final_congestion.png
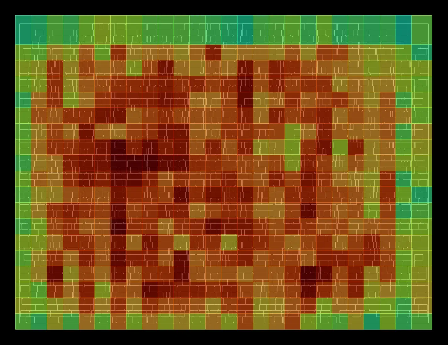
clock_map.png
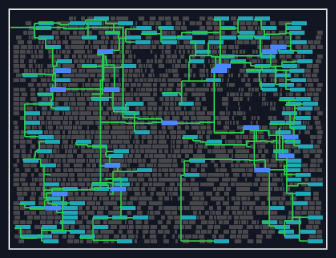
gate_families.png
Bar = 50 µm.
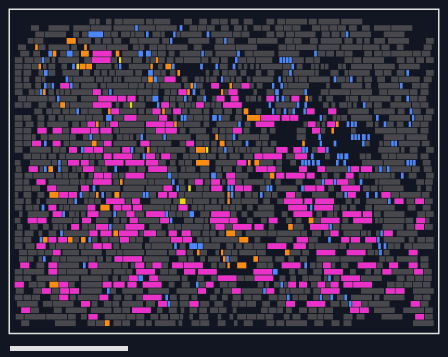
drive_strength.png
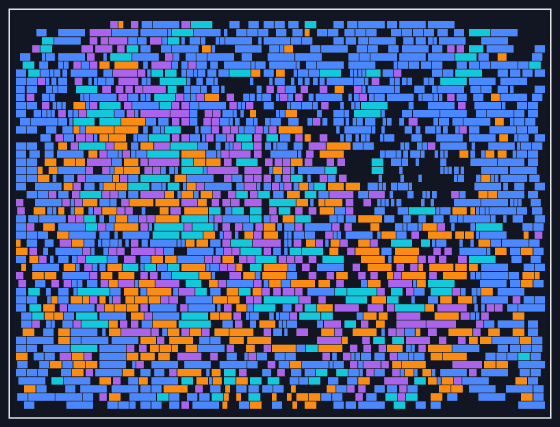
==> config.mk <==
export PLATFORM = sky130hd
export DESIGN_NAME = dmem_ctrl
export DESIGN_NICKNAME = d
export VERILOG_FILES = /design/src/rtl/dmem_ctrl.sv
export SDC_FILE = /design/constraint.sdc
export NUM_CORES = 1
export LEC_CHECK = 0
export CAP_MARGIN = 40
export CORE_ASPECT_RATIO = 0.75
export CORE_MARGIN = 1.5
export CORE_UTILIZATION = 45
export CTS_CLUSTER_SIZE = 40
export DETAILED_ROUTE_END_ITERATION = 16
export PLACE_DENSITY = 0.78
export SYNTH_ARGS = -nofsm -noshare
export SYNTH_HDL_FRONTEND = slang
export SYNTH_SLANG_ARGS = --single-unit
==> constraint.sdc <==
create_clock -name clk -period 2.4 [get_ports clk]
set_clock_uncertainty 0.15 [all_clocks]
set_input_delay 0.48 -clock clk [delete_from_list [all_inputs] [get_ports clk]]
set_output_delay 0.48 -clock clk [all_outputs]
set_load 0.02 [all_outputs]
==> src/rtl/dmem_ctrl.sv <==
// dmem_ctrl: load/store sequencer with lane extract and read-modify-write (optional DMEM_CTRL_STATS_EN counters)
module dmem_ctrl #(
    parameter int DMEM_ADDR_WIDTH = 10
) (
    input  logic                       clk,
    input  logic                       reset_b,
    input  logic                       req_valid,
    output logic                       req_ready,
    input  logic                       req_we,
    input  logic [2:0]                 req_funct3,
    input  logic [DMEM_ADDR_WIDTH+2:0] req_addr,
    input  logic [63:0]                req_wdata,
    output logic                       rsp_valid,
    output logic [63:0]                rsp_rdata,
    output logic                       rsp_err,
    output logic [DMEM_ADDR_WIDTH-1:0] mem_addr,
    output logic [63:0]                mem_din,
    output logic                       mem_read,
    output logic                       mem_write,
    input  logic [63:0]                mem_dout
`ifdef DMEM_CTRL_STATS_EN
   ,output logic [31:0]                stat_loads,
    output logic [31:0]                stat_stores,
    output logic [31:0]                stat_errs
`endif
);
    localparam int BAW = DMEM_ADDR_WIDTH + 3;

    typedef enum logic [2:0] {IDLE, LD_RD, LD_DATA, ST_WR, RMW_RD, RMW_WR, RESP} state_t;

    state_t          state_q, state_d;
    logic            we_q, we_d;
    logic [2:0]      f3_q, f3_d;
    logic [BAW-1:0]  addr_q, addr_d;
    logic [63:0]     wdata_q, wdata_d;
    logic [63:0]     rdata_q, rdata_d;
    logic            err_q, err_d;
    logic            bad;
    logic [5:0]      shamt;
    logic [63:0]     size_mask, lane_mask, merged, sh, ld_val;
    logic            sgn;

    // Request legality: reserved funct3, unsigned stores, and natural-alignment violations
    always_comb begin
        bad = (req_funct3 == 3'b111) | (req_we & req_funct3[2]) |
              ((req_funct3[1:0] == 2'b01) & req_addr[0]) |
              ((req_funct3[1:0] == 2'b10) & (|req_addr[1:0])) |
              ((req_funct3[1:0] == 2'b11) & (|req_addr[2:0]));
    end

    // Lane datapath: store merge into the read entry and load extraction with extension
    always_comb begin
        shamt     = {addr_q[2:0], 3'b000};
        size_mask = (f3_q[1:0] == 2'b00) ? 64'h0000_0000_0000_00FF :
                    (f3_q[1:0] == 2'b01) ? 64'h0000_0000_0000_FFFF :
                    (f3_q[1:0] == 2'b10) ? 64'h0000_0000_FFFF_FFFF : '1;
        lane_mask = size_mask << shamt;
        merged    = (mem_dout & ~lane_mask) | ((wdata_q << shamt) & lane_mask);
        sh        = mem_dout >> shamt;
        sgn       = ~f3_q[2];
        ld_val    = (f3_q[1:0] == 2'b00) ? {{56{sgn & sh[7]}}, sh[7:0]} :
                    (f3_q[1:0] == 2'b01) ? {{48{sgn & sh[15]}}, sh[15:0]} :
                    (f3_q[1:0] == 2'b10) ? {{32{sgn & sh[31]}}, sh[31:0]} : sh;
    end

    // Next-state logic: accept in IDLE, then walk the load, store or RMW sequence to RESP
    always_comb begin
        state_d = state_q;
        we_d    = we_q;
        f3_d    = f3_q;
        addr_d  = addr_q;
        wdata_d = wdata_q;
        rdata_d = rdata_q;
        err_d   = err_q;
        case (state_q)
            IDLE: if (req_valid) begin
                we_d    = req_we;
                f3_d    = req_funct3;
                addr_d  = req_addr;
                wdata_d = req_wdata;
                rdata_d = '0;
                err_d   = bad;
                state_d = bad ? RESP : !req_we ? LD_RD : (req_funct3[1:0] == 2'b11) ? ST_WR : RMW_RD;
            end
            LD_RD:   state_d = LD_DATA;
            LD_DATA: begin
                rdata_d = ld_val;
                state_d = RESP;
            end
            ST_WR:   state_d = RESP;
            RMW_RD:  state_d = RMW_WR;
            RMW_WR:  state_d = RESP;
            RESP:    state_d = IDLE;
            default: state_d = IDLE;
        endcase
    end

    // State and request registers
    always_ff @(posedge clk or negedge reset_b) begin
        if (!reset_b) begin
            state_q <= IDLE;
            we_q    <= 1'b0;
            f3_q    <= '0;
            addr_q  <= '0;
            wdata_q <= '0;
            rdata_q <= '0;
            err_q   <= 1'b0;
        end else begin
            state_q <= state_d;
            we_q    <= we_d;
            f3_q    <= f3_d;
            addr_q  <= addr_d;
            wdata_q <= wdata_d;
            rdata_q <= rdata_d;
            err_q   <= err_d;
        end
    end

    assign req_ready = state_q == IDLE;
    assign rsp_valid = state_q == RESP;
    assign rsp_rdata = rdata_q;
    assign rsp_err   = err_q;
    assign mem_addr  = addr_q[BAW-1:3];
    assign mem_read  = (state_q == LD_RD) | (state_q == RMW_RD);
    assign mem_write = (state_q == ST_WR) | (state_q == RMW_WR);
    assign mem_din   = (state_q == RMW_WR) ? merged : (state_q == ST_WR) ? wdata_q : '0;

`ifdef DMEM_CTRL_STATS_EN
    logic [31:0] loads_q, stores_q, errs_q;

    // Per-op completion counters, bumped in the response cycle
    always_ff @(posedge clk or negedge reset_b) begin
        if (!reset_b) begin
            loads_q  <= '0;
            stores_q <= '0;
            errs_q   <= '0;
        end else if (state_q == RESP) begin
            errs_q   <= errs_q + {31'd0, err_q};
            stores_q <= stores_q + {31'd0, ~err_q & we_q};
            loads_q  <= loads_q + {31'd0, ~err_q & ~we_q};
        end
    end

    assign stat_loads  = loads_q;
    assign stat_stores = stores_q;
    assign stat_errs   = errs_q;
`endif
endmodule

==> deck_impl_summary.md <==
Key Metrics from the Run

Layout
  • Data buffer area share: 0.337
  • Buffers excl. clock: 635
  • Layout Utilization: 0.781
  • Clock buf count: 20
  • ANT cells: 0
  • Fillers: 1511
  • Gate Area: about 7300 µm²
  • Dominant kind of cell by area: combinational gates
  • Num sequential: about 150
  • FF+latch area: between 3000 and 4000 µm²

Yosys
  • Distinct lib cells used: around 63
  • Post-synth mux share: 0.287
  • Async set or reset register ratio after synthesis: 1.00
  • Top post-synthesis cells by count: nand2_1, dfrtp_1, o21ai_0
  • Synth Seq Share: 0.345
  • Comb area leader: multiplexers
  • Xor and xnor area share after synthesis: 0.00163
  • Yosys stat cell total: roughly 1100
  • Synth Area per Inst: approximately 9.9 µm²
  • Cell count after synthesis: 1091
  • Post-synth top flop: dfrtp_1
  • Synthesized Nets: between 1000 and 1500

Drt
  • Pre-antenna DRT Iters: 6
  • Drt first-iter violations: about 1700
  • Met3 WL post-DR: 7.40 mm
  • Final wirelength: 54.8 mm
  • Via/cell ratio: ~6.5
  • Post-Route M1 WL: between 20 and 25 mm
  • Top sig layer: met5
  • WL met2: 23.1 mm

Timing
  • Max_slew headroom: 0.654
  • Hold WS: roughly 0.33 ns
  • Max-slew violations: 0
  • Tmin final: about 3.1 ns
  • Final setup vio count: 121
  • Min setup slack post-route: -0.744 ns

Setup path
  • R2R Setup Slk: -0.31 ns
  • Critical path peak fanout: 5
  • WP data arrival: around 2.5 ns
  • Critical R2R Capture: rsp_rdata[31]$_DFFE_PN0P_
  • Critical path depth: 10
  • CP required: between 1.5 and 2 ns

Power
  • Sw Pwr: approximately 13 mW
  • Leakage: around 8 nW
  • Seq group: 4.98 mW
  • Pwr Total: ~30 mW
  • Combinational power: between 20 and 25 mW

CTS
  • CTS resizes: approximately 400
  • Root Buffer: clkbuf_16
  • H-Tree Level Count: 4
  • Sink Count: around 150
  • Clk ins delay skew pair: ~0.44 ns
  • Maximum clock insertion buffer count: 2

Place
  • Routability cong.: 1.03
  • DP Worst Slack: -0.705 ns

Floorplanning
  • Die H: approximately 140 µm
  • FP Core Util: 0.462
  • Die Wd: between 150 and 200 µm

Run status
  • Failing checks: setup timing
  • Status: complete, but fails checks

Worst hold path
  • Hold crit path type: reg2reg

GRT
  • M2 GR Usage: 0.622
  • Largest net degree at the start of global routing: 52
Notes on final_congestion.png above:
met3 Usage GRT: 0.142
Avg WL per Cell: 28.1 µm
GR peak layer: met2
grt met1 use: 0.570

Notes on clock_map.png above:
green -> clock wires  # length 2250 µm
blue -> cells driving clock nets  # count 17
cyan -> flip-flops  # count 148
routed clock nets = 18
flops lie = widely spread

Notes on gate_families.png above:
yellow -> inverters  # cells 6
magenta -> multiplexers  # cells 245
orange -> NOR gates  # cells 64
blue -> NAND gates  # cells 192
Comb/total area: 0.403
Non-Filler Instances: 1951
most numerous logic cell after layout: buf_4

Notes on drive_strength.png above:
cyan -> drive 6 and up  # cells 132, share 8.0%
orange -> drive 2  # cells 269, share 16%
blue -> drive 1 or less  # cells 904, share 55%
purple -> drive 3 to 4  # cells 346, share 21%

No activity file was given, so power comes from the tool's default toggle rates.
